[src/rtl/lcd_pkg.sv]
// Shared state encoding, default timing constants and counter-load helper
// for the character-LCD bus controller.
package lcd_pkg;

    typedef enum logic [2:0] {
        ST_IDLE  = 3'd0,
        ST_SETUP = 3'd1,
        ST_PULSE = 3'd2,
        ST_HOLD  = 3'd3,
        ST_GAP   = 3'd4
    } lcd_state_e;

    localparam int unsigned LCD_T_AS_DEF     = 6;
    localparam int unsigned LCD_T_PW_DEF     = 45;
    localparam int unsigned LCD_T_H_DEF      = 2;
    localparam int unsigned LCD_T_GAP_DEF    = 50;
    localparam int unsigned LCD_POLL_EN_DEF  = 1;
    localparam int unsigned LCD_POLL_MAX_DEF = 255;

    localparam int unsigned LCD_CNT_W = 16;

    // Down-counter load for a phase lasting t cycles; zero is treated as one.
    function automatic logic [LCD_CNT_W-1:0] lcd_load(input int unsigned t);
        if (t <= 1) begin
            return '0;
        end
        return LCD_CNT_W'(t - 1);
    endfunction

endpackage

[src/rtl/lcd_bus_controller.sv]
// HD44780-style bus sequencer: address setup, E pulse, hold and inter-access
// gap, with optional busy-flag polling after every write.
module lcd_bus_controller
    import lcd_pkg::*;
#(
    parameter int unsigned T_AS     = LCD_T_AS_DEF,
    parameter int unsigned T_PW     = LCD_T_PW_DEF,
    parameter int unsigned T_H      = LCD_T_H_DEF,
    parameter int unsigned T_GAP    = LCD_T_GAP_DEF,
    parameter int unsigned POLL_EN  = LCD_POLL_EN_DEF,
    parameter int unsigned POLL_MAX = LCD_POLL_MAX_DEF
) (
    input  logic       clk,
    input  logic       rst_n,
    input  logic       req_valid,
    output logic       req_ready,
    input  logic       req_rs,
    input  logic       req_rw,
    input  logic [7:0] req_data,
    output logic       resp_valid,
    output logic [7:0] resp_data,
    output logic       resp_err,
    output logic       lcd_rs,
    output logic       lcd_rw,
    output logic       lcd_e,
    output logic       dir,
    output logic [7:0] wr_data,
    input  logic [7:0] rd_data
);

    lcd_state_e           state_q, state_d;
    logic [LCD_CNT_W-1:0] cnt_q, cnt_d;
    logic [LCD_CNT_W-1:0] polls_q, polls_d;
    logic                 rw_q, rw_d;
    logic                 poll_q, poll_d;
    logic [7:0]           rd_q, rd_d;
    logic                 lcd_rs_q, lcd_rs_d;
    logic                 lcd_rw_q, lcd_rw_d;
    logic                 lcd_e_q, lcd_e_d;
    logic                 dir_q, dir_d;
    logic [7:0]           wr_data_q, wr_data_d;
    logic                 resp_valid_q, resp_valid_d;
    logic                 resp_err_q, resp_err_d;
    logic [7:0]           resp_data_q, resp_data_d;
    logic                 start_poll;
    logic                 finish;
    logic                 finish_err;

    assign req_ready  = (state_q == ST_IDLE);
    assign resp_valid = resp_valid_q;
    assign resp_data  = resp_data_q;
    assign resp_err   = resp_err_q;
    assign lcd_rs     = lcd_rs_q;
    assign lcd_rw     = lcd_rw_q;
    assign lcd_e      = lcd_e_q;
    assign dir        = dir_q;
    assign wr_data    = wr_data_q;

    // Next-state and registered-output logic; all pin values are computed
    // for the state being entered so they change together with the state.
    always_comb begin
        state_d      = state_q;
        cnt_d        = cnt_q;
        polls_d      = polls_q;
        rw_d         = rw_q;
        poll_d       = poll_q;
        rd_d         = rd_q;
        lcd_rs_d     = lcd_rs_q;
        lcd_rw_d     = lcd_rw_q;
        lcd_e_d      = lcd_e_q;
        dir_d        = dir_q;
        wr_data_d    = wr_data_q;
        resp_valid_d = 1'b0;
        resp_err_d   = 1'b0;
        resp_data_d  = resp_data_q;
        start_poll   = 1'b0;
        finish       = 1'b0;
        finish_err   = 1'b0;

        unique case (state_q)
            ST_IDLE: begin
                lcd_e_d = 1'b0;
                if (req_valid) begin
                    state_d   = ST_SETUP;
                    cnt_d     = lcd_load(T_AS);
                    rw_d      = req_rw;
                    poll_d    = 1'b0;
                    polls_d   = '0;
                    lcd_rs_d  = req_rs;
                    lcd_rw_d  = req_rw;
                    dir_d     = req_rw;
                    wr_data_d = req_data;
                end
            end
            ST_SETUP: begin
                if (cnt_q == '0) begin
                    state_d = ST_PULSE;
                    cnt_d   = lcd_load(T_PW);
                    lcd_e_d = 1'b1;
                end else begin
                    cnt_d = cnt_q - 1'b1;
                end
            end
            ST_PULSE: begin
                if (cnt_q == '0) begin
                    state_d = ST_HOLD;
                    cnt_d   = lcd_load(T_H);
                    lcd_e_d = 1'b0;
                    if (rw_q) begin
                        rd_d = rd_data;
                    end
                end else begin
                    cnt_d = cnt_q - 1'b1;
                end
            end
            ST_HOLD: begin
                if (cnt_q == '0) begin
                    state_d  = ST_GAP;
                    cnt_d    = lcd_load(T_GAP);
                    lcd_rw_d = 1'b0;
                    dir_d    = 1'b0;
                end else begin
                    cnt_d = cnt_q - 1'b1;
                end
            end
            ST_GAP: begin
                if (cnt_q == '0) begin
                    if (poll_q) begin
                        if (!rd_q[7]) begin
                            finish = 1'b1;
                        end else if (32'(polls_q) >= POLL_MAX) begin
                            finish     = 1'b1;
                            finish_err = 1'b1;
                        end else begin
                            start_poll = 1'b1;
                        end
                    end else if (!rw_q && (POLL_EN != 0)) begin
                        start_poll = 1'b1;
                    end else begin
                        finish = 1'b1;
                    end
                end else begin
                    cnt_d = cnt_q - 1'b1;
                end
            end
            default: begin
                state_d = ST_IDLE;
            end
        endcase

        // Busy-flag poll: instruction-register read reusing the normal cycle.
        if (start_poll) begin
            state_d  = ST_SETUP;
            cnt_d    = lcd_load(T_AS);
            poll_d   = 1'b1;
            polls_d  = polls_q + 1'b1;
            rw_d     = 1'b1;
            lcd_rs_d = 1'b0;
            lcd_rw_d = 1'b1;
            dir_d    = 1'b1;
        end

        if (finish) begin
            state_d      = ST_IDLE;
            resp_valid_d = 1'b1;
            resp_err_d   = finish_err;
            resp_data_d  = (rw_q && !poll_q) ? rd_q : 8'h00;
        end
    end

    // State, counter and output registers; reset forces IDLE with pins low.
    always_ff @(posedge clk or negedge rst_n) begin
        if (!rst_n) begin
            state_q      <= ST_IDLE;
            cnt_q        <= '0;
            polls_q      <= '0;
            rw_q         <= 1'b0;
            poll_q       <= 1'b0;
            rd_q         <= '0;
            lcd_rs_q     <= 1'b0;
            lcd_rw_q     <= 1'b0;
            lcd_e_q      <= 1'b0;
            dir_q        <= 1'b0;
            wr_data_q    <= '0;
            resp_valid_q <= 1'b0;
            resp_err_q   <= 1'b0;
            resp_data_q  <= '0;
        end else begin
            state_q      <= state_d;
            cnt_q        <= cnt_d;
            polls_q      <= polls_d;
            rw_q         <= rw_d;
            poll_q       <= poll_d;
            rd_q         <= rd_d;
            lcd_rs_q     <= lcd_rs_d;
            lcd_rw_q     <= lcd_rw_d;
            lcd_e_q      <= lcd_e_d;
            dir_q        <= dir_d;
            wr_data_q    <= wr_data_d;
            resp_valid_q <= resp_valid_d;
            resp_err_q   <= resp_err_d;
            resp_data_q  <= resp_data_d;
        end
    end

endmodule

[config.mk]
export PLATFORM = sky130hd
export DESIGN_NAME = lcd_bus_controller
export DESIGN_NICKNAME = d
export VERILOG_FILES = /design/src/rtl/lcd_pkg.sv /design/src/rtl/lcd_bus_controller.sv
export SDC_FILE = /design/constraint.sdc
export NUM_CORES = 1
export LEC_CHECK = 0
export CAP_MARGIN = 0
export CORE_MARGIN = 4
export CORE_UTILIZATION = 55
export CTS_BUF_LIST = sky130_fd_sc_hd__clkbuf_4 sky130_fd_sc_hd__clkbuf_8
export DETAILED_ROUTE_END_ITERATION = 7
export GPL_ROUTABILITY_DRIVEN = 0
export MAX_ROUTING_LAYER = met4
export PLACE_DENSITY_LB_ADDON = 0.05
export REMOVE_ABC_BUFFERS = 1
export SLEW_MARGIN = 20
export SYNTH_ARGS = -nofsm -noshare
export SYNTH_HDL_FRONTEND = slang
export SYNTH_SLANG_ARGS = --single-unit
export TNS_END_PERCENT = 100
[constraint.sdc]
create_clock -name clk -period 4.4 [get_ports clk]
set_input_delay 0.88 -clock clk [delete_from_list [all_inputs] [get_ports clk]]
set_output_delay 0.88 -clock clk [all_outputs]
set_load 0.01 [all_outputs]
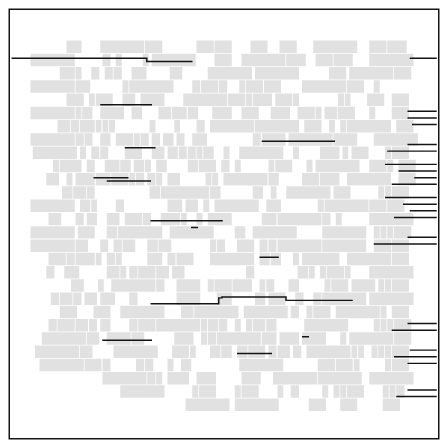
**Above:** signal wires on met3.
longest straight run	27.6 um
share of all routed wire	4.4%
main direction	horizontal

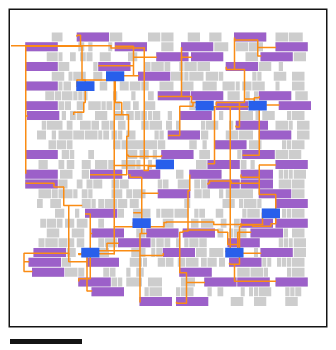
**Above:** routed clock nets over the placement.
Scale bar: 20 um.
[purple] flip-flops | count: 66
[orange] clock wires | length: 946 um
[blue] clock-net drivers | count: 9
routed clock nets	10
flops lie	widely spread

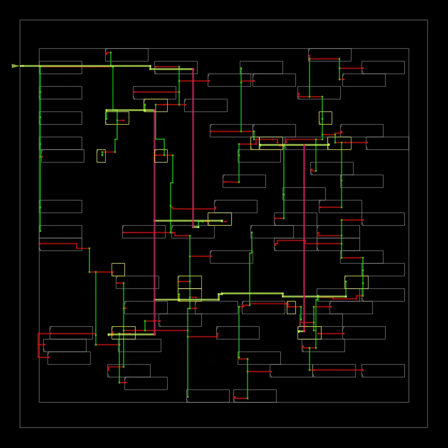
**Above:** the clock network.
sequential cell count of the final layout: 66
total clock network power: 462 uW

==> out/metrics.csv <==
metric,value,unit
status,completed,
cts_made_buffers,9,
synthToLayoutAreaGrowth,17.7,%
detail_route.first_pass.iterations,4,
period_minus_slack,3.15,ns
grt_start_max_net_pins,36,
clock-skew-final,0.00741,ns
power.density_cell_area,270,nW/um^2
antenna_cells_inserted,0,
synth-cells-yosys,361,
cts_tree,yes,
final-setup-viol-count,0,
relSlewSlack,41.9,%
route.detailed.wl_per_inst,15.7,um
setup.worst_path.end,resp_err,
crit-reg2reg-capture,resp_err,
worstHoldStart,wr_data[5],
postSynth.asyncResetShare,100,%
top_library_cells_by_usage_in_the_layout_fill_and_taps_aside,"66 x dfrtp_1, 63 x nand2_1, 42 x clkdlybuf4s50_1",
openroad.warnings,25,
via_count,2741,
synth_dominant_cell_count,dfrtp_1,
placement.cell_area,3940,um^2
setup-tns-final,0,ns
grt_pass1_wl,12.9,mm
whs_path_depth,2,
synth.lib_cells_used.distinct,52,
port_buffers,43,
worst-path-max-fanout,10,
post_cts_hold_buffer_count,0,
root_buffer,clkbuf_8,
yosys.area.top_type,dfrtp_1,
worstMarginPinSlew,0.863,ns
layout.cell_area.non_filler,4120,um^2
num_rows,28,
design_power_total,1110,uW
achievable-frequency,0.318,GHz
worstSetupStartpointType,flip-flop,
register_to_register_path_setup_slack,1.25,ns
synth-area-yosys,3500,um^2
[critical path, stage by stage (launching register included)]
cell,delay (ns)
dfrtp_1,0.44
or3_1,0.48
or4_1,0.71
nor2_2,0.30
nand4_1,0.59
a311oi_1,0.51
[cell type report]
type	instances	area, um^2	area share, %
Clock buffer	11	145	3.52
Tap cell	75	93.8	2.28
Clock inverter	5	30.0	0.729
Inverter	16	60.1	1.46
Multi-Input combinational cell	258	1680	40.8
Sequential cell	66	1650	40.1
Timing Repair Buffer	47	455	11.1
[through the flow]
stage / worst slack (ns) / hold WS (ns)
floorplan: 1.50 / 0.449
global placement: 1.38 / 0.457
detailed placement: 1.27 / 0.466
CTS: 1.24 / 0.485
global route: 1.12 / 0.514
finish: 1.25 / 0.480
[kinds of logic after synthesis]
family | count (synthesis) | synth area share [%]
AND/OR/NAND/NOR | 155 | 22.4
flip-flops | 66 | 47.2
AND-OR/OR-AND | 53 | 10.9
multiplexers | 43 | 12.8
buffers and inverters | 37 | 4.72
XOR/XNOR | 5 | 1.25
adder cells (fa/ha/maj) | 2 | 0.715
[state kept, by name (all words and copies together) (netlist names)]
| register | count |
|---|---|
| lcd_e | 1 |
| resp_err | 1 |
| polls_q | 16 |
| poll_q | 1 |
| rw_q | 1 |
| resp_valid | 1 |
| wr_data | 8 |
| lcd_rs | 1 |
| state_q | 3 |
| resp_data | 8 |
| cnt_q | 16 |
| rd_q | 8 |
| dir | 1 |
[where the power goes]
group | switching [uW] | total, uW | internal (uW)
Clock | 239 | 462 | 223
Combinational | 16.2 | 35.5 | 19.3
Sequential | 2.09 | 612 | 610
Total | 258 | 1110 | 852
[per-layer routing]
layer,vias to the layer above,track usage [%],wire length (um)
li1,1367,-,-
met1,1321,26.8,3310
met2,44,36.4,3760
met3,9,4.99,329
met4,0,8.79,122
met5,-,-,0
Power is estimated from default activity; no workload was simulated.
